==> images/metal_density.png <==
18 x 18 tiles, from black (low) to pale yellow (high), scaled to the fullest tile. Values are wire area over tile area, all layers added.
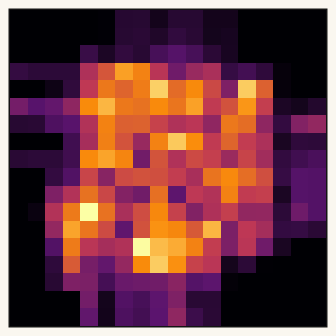
==> images/placement.png <==
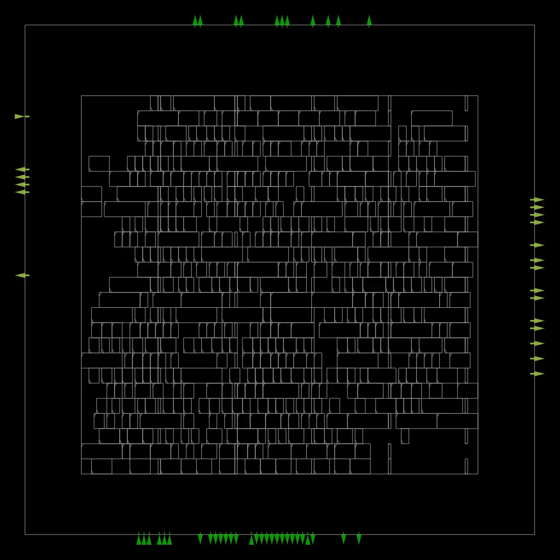
==> images/detail.png <==
Bar = 10 µm. Window x 33 to 58, y 15 to 40 µm. Cells in grey, sequential cells in the stronger grey; small squares are vias.
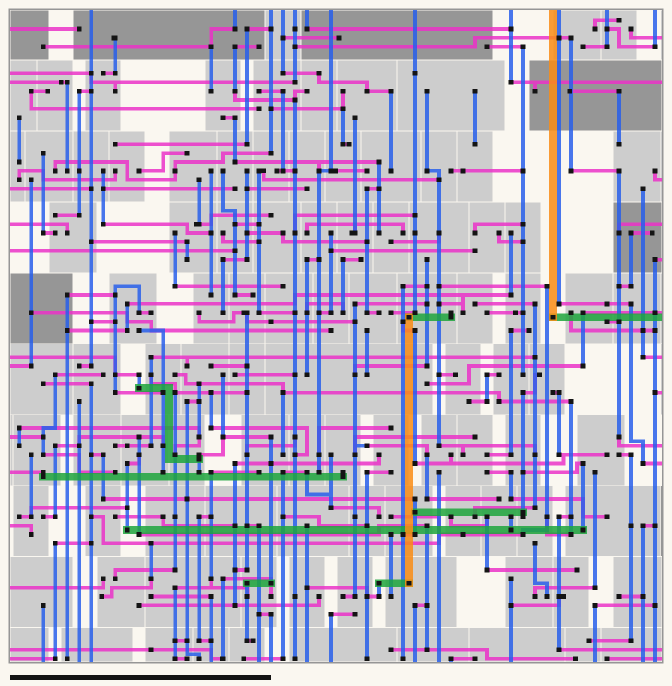
==> images/logic_types.png <==
Bar = 20 µm.
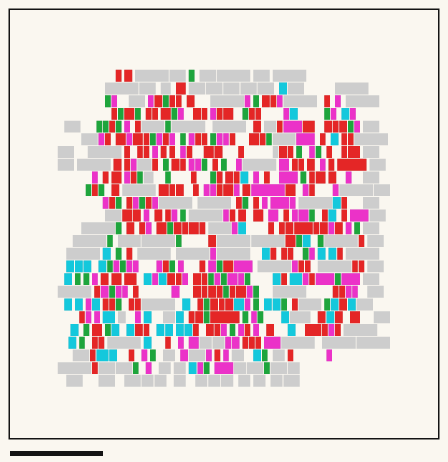
===== src/rtl/mips_ctrl_pkg.sv =====
// Shared encodings for the multi-cycle MIPS control path: FSM states, opcodes,
// ALUop codes, mux selects and the control-word payload.
package mips_ctrl_pkg;

    localparam int unsigned STATE_W  = 4;
    localparam int unsigned OPCODE_W = 6;
    localparam int unsigned ALUOP_W  = 3;
    localparam int unsigned SEL_W    = 2;

    typedef enum logic [STATE_W-1:0] {
        ST_FETCH    = 4'd0,
        ST_DECODE   = 4'd1,
        ST_MEM_ADDR = 4'd2,
        ST_MEM_RD   = 4'd3,
        ST_MEM_WB   = 4'd4,
        ST_MEM_WR   = 4'd5,
        ST_R_EXEC   = 4'd6,
        ST_R_WB     = 4'd7,
        ST_I_EXEC   = 4'd8,
        ST_I_WB     = 4'd9,
        ST_BRANCH   = 4'd10,
        ST_JUMP     = 4'd11
    } state_e;

    localparam logic [OPCODE_W-1:0] OP_RTYPE = 6'b000000;
    localparam logic [OPCODE_W-1:0] OP_LW    = 6'b100011;
    localparam logic [OPCODE_W-1:0] OP_SW    = 6'b101011;
    localparam logic [OPCODE_W-1:0] OP_BEQ   = 6'b000100;
    localparam logic [OPCODE_W-1:0] OP_J     = 6'b000010;
    localparam logic [OPCODE_W-1:0] OP_ADDI  = 6'b001000;
    localparam logic [OPCODE_W-1:0] OP_ANDI  = 6'b001100;
    localparam logic [OPCODE_W-1:0] OP_ORI   = 6'b001101;
    localparam logic [OPCODE_W-1:0] OP_SLTI  = 6'b001010;

    localparam logic [ALUOP_W-1:0] ALU_ADD   = 3'b000;
    localparam logic [ALUOP_W-1:0] ALU_SUB   = 3'b001;
    localparam logic [ALUOP_W-1:0] ALU_AND   = 3'b010;
    localparam logic [ALUOP_W-1:0] ALU_OR    = 3'b011;
    localparam logic [ALUOP_W-1:0] ALU_SLT   = 3'b100;
    localparam logic [ALUOP_W-1:0] ALU_RTYPE = 3'b111;

    localparam logic [SEL_W-1:0] SRCB_REGB    = 2'b00;
    localparam logic [SEL_W-1:0] SRCB_FOUR    = 2'b01;
    localparam logic [SEL_W-1:0] SRCB_IMM     = 2'b10;
    localparam logic [SEL_W-1:0] SRCB_IMM_SH2 = 2'b11;

    localparam logic [SEL_W-1:0] PCSRC_ALU    = 2'b00;
    localparam logic [SEL_W-1:0] PCSRC_ALUOUT = 2'b01;
    localparam logic [SEL_W-1:0] PCSRC_JUMP   = 2'b10;

    typedef struct packed {
        logic               pc_write;
        logic               pc_write_cond;
        logic               iord;
        logic               mem_read;
        logic               mem_write;
        logic               ir_write;
        logic               mem_to_reg;
        logic               reg_dst;
        logic               reg_write;
        logic               alu_src_a;
        logic [SEL_W-1:0]   alu_src_b;
        logic [SEL_W-1:0]   pc_source;
        logic [ALUOP_W-1:0] alu_op;
    } ctrl_t;

    function automatic logic is_legal_op(input logic [OPCODE_W-1:0] op);
        case (op)
            OP_RTYPE, OP_LW, OP_SW, OP_BEQ, OP_J,
            OP_ADDI, OP_ANDI, OP_ORI, OP_SLTI: is_legal_op = 1'b1;
            default:                           is_legal_op = 1'b0;
        endcase
    endfunction

    // ALU operation for the immediate-arithmetic group.
    function automatic logic [ALUOP_W-1:0] imm_alu_op(input logic [OPCODE_W-1:0] op);
        case (op)
            OP_ANDI: imm_alu_op = ALU_AND;
            OP_ORI:  imm_alu_op = ALU_OR;
            OP_SLTI: imm_alu_op = ALU_SLT;
            default: imm_alu_op = ALU_ADD;
        endcase
    endfunction

endpackage


===== src/rtl/ctrl_output_decoder.sv =====
// Moore decode of the control word from the current state; only the FETCH
// IR/PC loads follow mem_ready. Reset forces the whole word to zero.
module ctrl_output_decoder
    import mips_ctrl_pkg::*;
(
    input  logic                reset_i,
    input  state_e              state_i,
    input  logic [OPCODE_W-1:0] opcode_i,
    input  logic [OPCODE_W-1:0] op_latch_i,
    input  logic                mem_ready_i,
    output ctrl_t               ctrl_o,
    output logic                illegal_op_o
);

    always_comb begin
        ctrl_o       = '0;
        illegal_op_o = 1'b0;
        if (!reset_i) begin
            case (state_i)
                ST_FETCH: begin
                    ctrl_o.mem_read  = 1'b1;
                    ctrl_o.alu_src_b = SRCB_FOUR;
                    ctrl_o.ir_write  = mem_ready_i;
                    ctrl_o.pc_write  = mem_ready_i;
                end
                ST_DECODE: begin
                    ctrl_o.alu_src_b = SRCB_IMM_SH2;
                    illegal_op_o     = !is_legal_op(opcode_i);
                end
                ST_MEM_ADDR: begin
                    ctrl_o.alu_src_a = 1'b1;
                    ctrl_o.alu_src_b = SRCB_IMM;
                end
                ST_MEM_RD: begin
                    ctrl_o.mem_read = 1'b1;
                    ctrl_o.iord     = 1'b1;
                end
                ST_MEM_WB: begin
                    ctrl_o.reg_write  = 1'b1;
                    ctrl_o.mem_to_reg = 1'b1;
                end
                ST_MEM_WR: begin
                    ctrl_o.mem_write = 1'b1;
                    ctrl_o.iord      = 1'b1;
                end
                ST_R_EXEC: begin
                    ctrl_o.alu_src_a = 1'b1;
                    ctrl_o.alu_src_b = SRCB_REGB;
                    ctrl_o.alu_op    = ALU_RTYPE;
                end
                ST_R_WB: begin
                    ctrl_o.reg_write = 1'b1;
                    ctrl_o.reg_dst   = 1'b1;
                end
                ST_I_EXEC: begin
                    ctrl_o.alu_src_a = 1'b1;
                    ctrl_o.alu_src_b = SRCB_IMM;
                    ctrl_o.alu_op    = imm_alu_op(op_latch_i);
                end
                ST_I_WB: begin
                    ctrl_o.reg_write = 1'b1;
                end
                ST_BRANCH: begin
                    ctrl_o.alu_src_a     = 1'b1;
                    ctrl_o.alu_src_b     = SRCB_REGB;
                    ctrl_o.alu_op        = ALU_SUB;
                    ctrl_o.pc_write_cond = 1'b1;
                    ctrl_o.pc_source     = PCSRC_ALUOUT;
                end
                ST_JUMP: begin
                    ctrl_o.pc_write  = 1'b1;
                    ctrl_o.pc_source = PCSRC_JUMP;
                end
                default: ctrl_o = '0;
            endcase
        end
    end

endmodule


===== src/rtl/multicycle_main_control.sv =====
// Main control FSM of the multi-cycle MIPS datapath: state register, opcode
// latch, next-state logic and the retired-instruction counter.
module multicycle_main_control
    import mips_ctrl_pkg::*;
#(
    parameter int unsigned CNT_W = 32
) (
    input  logic                clk,
    input  logic                reset,
    input  logic [OPCODE_W-1:0] opcode,
    input  logic                mem_ready,
    output logic                pc_write,
    output logic                pc_write_cond,
    output logic                iord,
    output logic                mem_read,
    output logic                mem_write,
    output logic                ir_write,
    output logic                mem_to_reg,
    output logic                reg_dst,
    output logic                reg_write,
    output logic                alu_src_a,
    output logic [SEL_W-1:0]    alu_src_b,
    output logic [SEL_W-1:0]    pc_source,
    output logic [ALUOP_W-1:0]  alu_op,
    output logic                illegal_op,
    output logic [CNT_W-1:0]    retired_cnt
);

    state_e              state_q, state_d;
    logic [OPCODE_W-1:0] op_latch_q;
    logic [CNT_W-1:0]    retired_cnt_q;
    logic                retire_c;
    ctrl_t               ctrl;

    always_ff @(posedge clk) begin
        if (reset) begin
            state_q       <= ST_FETCH;
            op_latch_q    <= '0;
            retired_cnt_q <= '0;
        end else begin
            state_q <= state_d;
            if (state_q == ST_DECODE) begin
                op_latch_q <= opcode;
            end
            if (retire_c) begin
                retired_cnt_q <= retired_cnt_q + CNT_W'(1);
            end
        end
    end

    // Next state; retire_c flags a completed instruction returning to FETCH.
    always_comb begin
        state_d  = ST_FETCH;
        retire_c = 1'b0;
        case (state_q)
            ST_FETCH:    state_d = mem_ready ? ST_DECODE : ST_FETCH;
            ST_DECODE: begin
                case (opcode)
                    OP_RTYPE:                            state_d = ST_R_EXEC;
                    OP_LW, OP_SW:                        state_d = ST_MEM_ADDR;
                    OP_BEQ:                              state_d = ST_BRANCH;
                    OP_J:                                state_d = ST_JUMP;
                    OP_ADDI, OP_ANDI, OP_ORI, OP_SLTI:   state_d = ST_I_EXEC;
                    default:                             state_d = ST_FETCH;
                endcase
            end
            ST_MEM_ADDR: state_d = (op_latch_q == OP_LW) ? ST_MEM_RD : ST_MEM_WR;
            ST_MEM_RD:   state_d = mem_ready ? ST_MEM_WB : ST_MEM_RD;
            ST_MEM_WR: begin
                state_d  = mem_ready ? ST_FETCH : ST_MEM_WR;
                retire_c = mem_ready;
            end
            ST_R_EXEC:   state_d = ST_R_WB;
            ST_I_EXEC:   state_d = ST_I_WB;
            ST_MEM_WB, ST_R_WB, ST_I_WB, ST_BRANCH, ST_JUMP: begin
                state_d  = ST_FETCH;
                retire_c = 1'b1;
            end
            default:     state_d = ST_FETCH;
        endcase
    end

    ctrl_output_decoder u_decoder (
        .reset_i      (reset),
        .state_i      (state_q),
        .opcode_i     (opcode),
        .op_latch_i   (op_latch_q),
        .mem_ready_i  (mem_ready),
        .ctrl_o       (ctrl),
        .illegal_op_o (illegal_op)
    );

    assign pc_write      = ctrl.pc_write;
    assign pc_write_cond = ctrl.pc_write_cond;
    assign iord          = ctrl.iord;
    assign mem_read      = ctrl.mem_read;
    assign mem_write     = ctrl.mem_write;
    assign ir_write      = ctrl.ir_write;
    assign mem_to_reg    = ctrl.mem_to_reg;
    assign reg_dst       = ctrl.reg_dst;
    assign reg_write     = ctrl.reg_write;
    assign alu_src_a     = ctrl.alu_src_a;
    assign alu_src_b     = ctrl.alu_src_b;
    assign pc_source     = ctrl.pc_source;
    assign alu_op        = ctrl.alu_op;
    assign retired_cnt   = retired_cnt_q;

endmodule

===== config.mk =====
export PLATFORM = sky130hd
export DESIGN_NAME = multicycle_main_control
export DESIGN_NICKNAME = d
export VERILOG_FILES = /design/src/rtl/mips_ctrl_pkg.sv /design/src/rtl/ctrl_output_decoder.sv /design/src/rtl/multicycle_main_control.sv
export SDC_FILE = /design/constraint.sdc
export NUM_CORES = 1
export LEC_CHECK = 0
export ABC_AREA = 1
export CAP_MARGIN = 20
export CORE_MARGIN = 10
export CORE_UTILIZATION = 56
export CTS_CLUSTER_DIAMETER = 40
export DETAILED_ROUTE_END_ITERATION = 6
export HOLD_SLACK_MARGIN = 0.02
export PLACE_DENSITY = 0.93
export SYNTH_ARGS = -nofsm -noshare
export SYNTH_HDL_FRONTEND = slang
export SYNTH_HIERARCHICAL = 1
export SYNTH_SLANG_ARGS = --single-unit

===== constraint.sdc =====
create_clock -name clk -period 3.5 [get_ports clk]
set_clock_uncertainty 0.15 [all_clocks]
set_input_delay 0.35 -clock clk [delete_from_list [all_inputs] [get_ports clk]]
set_output_delay 0.35 -clock clk [all_outputs]
set_load 0.1 [all_outputs]

==> impl_metrics.csv <==
group,metric,value,unit
synthesis,ys_cells,480,
worst_hold_path,min_to,"op_latch_q[1]",
worst_hold_path,worstHoldStart,"op_latch_q[1]",
global_route,antenna_violations_before_repair,0,
final_layout,layout.cell_area.non_filler,3510,µm²
worst_setup_path,critPathArrivalTime,1960,ps
worst_setup_path,element_type_at_the_critical_path_start,"flip-flop",
worst_setup_path,critical_path.max_stage_delay,1190,ps
floorplan,design.core.area,4850,µm²
cts,cts_made_buffers,5,
cts,ctsHtreeMaxLevel,2,
placed_design,hpwl,5650,µm
pwr,vdd.ir_drop.worst,0.359,mV
run,warning_count,26,
placed_design,dpl-instance-area,3430,µm²
floorplan,chip_area,8390,µm²
final_timing,final.period_utilization,70.2,%
final_layout,highest_count_cells_in_the_layout_ignoring_fill_and_taps,"121 x sky130_fd_sc_hd__nand2_1, 86 x sky130_fd_sc_hd__nor2_1, 66 x sky130_fd_sc_hd__inv_1",
placed_design,place_congestion,0.918,
global_route,groute.usage.overall,17.6,%
cts,cts_resized,0,
cts,clock_slew_at_reported_path_ffs,80,ps
final_timing,report.final.slew_viol_count,0,
global_route,largest_net_degree_at_the_start_of_global_routing,62,
final_layout,nets,544,
cts,tritoncts,"built",
cts,hold_buffers,0,
drt,routed_wirelength,7370,µm
floorplan,row_count,25,
final_timing,hold_viol,0,
floorplan,fp_util,59.2,%
final_timing,setup_viol,0,
synthesis,synthesis.area_per_instance,5.98,µm²
global_route,number_of_global_route_vias_before_repair,2947,
worst_setup_path,cp.buffers_inverters,1,
worst_setup_path,largest_fanout_on_the_critical_path,6,
worst_setup_path,reg2regPathDepth,9,
floorplan,floorplan.die.height,91.6,µm
drt,vias,3135,
pwr,pd_cells,266,nW/µm²
global_route,grt_remaining_overflow,0,
cts,cts_setup_buffers,0,
final_timing,max-slew-margin-rel,34.5,%
worst_hold_path,worst_hold_path.num_cells,2,
pwr,leakage,1.47,nW
placed_design,port_buffers,58,
worst_setup_path,crit_chain,"clkdlybuf4s50_1",
final_timing,slew_at_the_pin_closest_to_its_max_slew_limit,979,ps
outcome,outcome,"complete, no violations",
worst_setup_path,r2r-start,"state_q[1]",
synthesis,yosysWarnings,6,
drt,drc,0,
pwr,total_power,0.933,mW
worst_setup_path,crit_slowest_cell,"sky130_fd_sc_hd__clkdlybuf4s50_1",
final_timing,rsz_0062_raised_after_global_routing,"false",
cts,clock_sink_count,42,
worst_hold_path,holdCritPathClass,"flip-flop to flip-flop",
floorplan,die_width,91.6,µm
synthesis,synth_largest_type_area_fraction,29.3,%
worst_setup_path,worst-setup-path-type,"flip-flop to output port",
synthesis,yosys_area,2870,µm²
worst_setup_path,worstReg2RegEnd,"retired_cnt[26]",
synthesis,post_synth_main_area_contributors,"sky130_fd_sc_hd__dfxtp_1 29%, sky130_fd_sc_hd__nand2_1 16%, sky130_fd_sc_hd__nor2_1 11%, sky130_fd_sc_hd__inv_1 8.6%, sky130_fd_sc_hd__nand3_1 7.1%",
worst_setup_path,worst_path_dominant_cell_family,"buffers and inverters",
cts,clockBufferDepth,2,
synthesis,synth_nets,490,
drt,final_antenna_net_count,0,
worst_setup_path,required,3000,ps
final_timing,fin_crit,2460,ps
synthesis,postSynthRegisterBits,42,
synthesis,synth_seq_share,29.3,%
drt,drt-initial-drc-count,195,
final_layout,area_delta_synth_final,22.4,%
synthesis,synth.largest_area_cell,"sky130_fd_sc_hd__dfxtp_1",
final_timing,tns_setup,0,ps
synthesis,netlist_area_before_placement,2870,µm²
worst_setup_path,reg2reg_setup_slack,1400,ps
final_layout,layout-drive-gt1-share,11.0,%
drt,drt-wirelength-per-cell,12.2,µm
final_layout,final_layout_top_logic_cell,"sky130_fd_sc_hd__nand2_1",
final_timing,max_freq,0.407,GHz
synthesis,synth_cell_types,27,
-- metal_density.png (at the start) --
emptiest ninth of the die: lower right
fullest tile: 0.49
tiles over half the peak: 27%
nearly empty tiles: 27%

-- placement.png (at the start) --
Flop Count: 42
share of the final layout cell area in sequential cells: 23.9%
Finished Core Util: 72.4%

-- detail.png (at the start) --
[blue] metal 2
[green] metal 3
[magenta] metal 1
[orange] metal 4
cells with their middle in the window: 89
sequential cells in the window: 3
most frequent: nand2_1 (19), nor2_1 (15)
netlist names of flops here include: state_q (2), retired_cnt (1)

-- logic_types.png (at the start) --
[magenta] nor cells | cells: 107 | most used: nor2_1
[red] nand cells | cells: 192 | most used: nand2_1
[cyan] aoi and oai cells | cells: 50 | most used: a21oi_1
[green] inv cells | cells: 73 | most used: inv_1

-- metrics by stage --
| step | hold WS, ps | instances | setup slack (ps) |
|---|---|---|---|
| 2_1_floorplan | 269 | 480 | 302 |
| 3_3_place_gp | 326 | 594 | 1330 |
| 3_5_place_dp | 335 | 594 | 1320 |
| 4_1_cts | 361 | 602 | 1040 |
| 5_1_grt | 402 | 602 | 981 |
| 6_report | 357 | 602 | 1040 |
-- sequential cells by signal, indices dropped and copies added (netlist names) --
name,flops
op_latch_q,6
retired_cnt,32
state_q,4
-- cells in the mapped netlist --
master                     instances
sky130_fd_sc_hd__nand3_2           1
sky130_fd_sc_hd__inv_1            66
sky130_fd_sc_hd__buf_2             1
sky130_fd_sc_hd__buf_4             5
sky130_fd_sc_hd__buf_6             2
sky130_fd_sc_hd__nor2_2            5
sky130_fd_sc_hd__clkbuf_1          5
sky130_fd_sc_hd__nor2_8            1
sky130_fd_sc_hd__dfxtp_1          42
sky130_fd_sc_hd__o21ai_0          14
sky130_fd_sc_hd__nand3_4           2
sky130_fd_sc_hd__nand2_4           1
sky130_fd_sc_hd__ha_1              1
sky130_fd_sc_hd__a21boi_0          1
sky130_fd_sc_hd__nand4_1          18
sky130_fd_sc_hd__o22ai_1           1
sky130_fd_sc_hd__nand2_2           5
sky130_fd_sc_hd__nor3_1            6
sky130_fd_sc_hd__nor2_4            9
sky130_fd_sc_hd__nor2_1           86
sky130_fd_sc_hd__nand2_1         121
sky130_fd_sc_hd__o211ai_1          2
sky130_fd_sc_hd__inv_2             7
sky130_fd_sc_hd__nand3_1          41
sky130_fd_sc_hd__nand3b_1          3
sky130_fd_sc_hd__and2_1            2
sky130_fd_sc_hd__a21oi_1          32
-- layout make-up --
type / count / area (µm²)
multi-input cells: 352 / 1680
clock inverters: 2 / 13.8
repair buffers: 60 / 551
inverters: 73 / 274
flip-flops and latches: 42 / 841
clock buffers: 6 / 72.6
well taps: 67 / 83.8
fillers: 417 / 1340
-- where the power goes --
part	internal [mW]	switching, mW	total [mW]
logic	0.0335	0.0872	0.121
registers	0.485	0.00948	0.494
clock network	0.141	0.178	0.319
-- cells by family after synthesis --
family | count (synthesis) | share of synthesized area [%]
flops | 42 | 29.3
fa+ha+maj | 1 | 0.436
buf+inv | 86 | 12.5
simple gates | 301 | 48.8
compound gates | 50 | 9.02
-- worst max-delay path by stage --
stage | slack, ps | cells past startpoint | startpoint | end
after CTS | 1040 | 1 | retired_cnt[13] | retired_cnt[13]
after global placement | 1330 | 6 | reset | retired_cnt[18]
after detailed placement | 1320 | 6 | reset | retired_cnt[18]
final | 1040 | 1 | retired_cnt[13] | retired_cnt[13]
after floorplan | 300 | 3 | state_q[3] | mem_read
after global routing | 980 | 1 | retired_cnt[13] | retired_cnt[13]
-- layer usage --
layer / routed length, µm / global-route usage (%)
met4: 89 / 6.40
met3: 484 / 4.53
met5: 0 / 0
met1: 3130 / 19.7
met2: 3660 / 31.3
Power figures rest on the tool's default switching activity, not on a simulated workload.
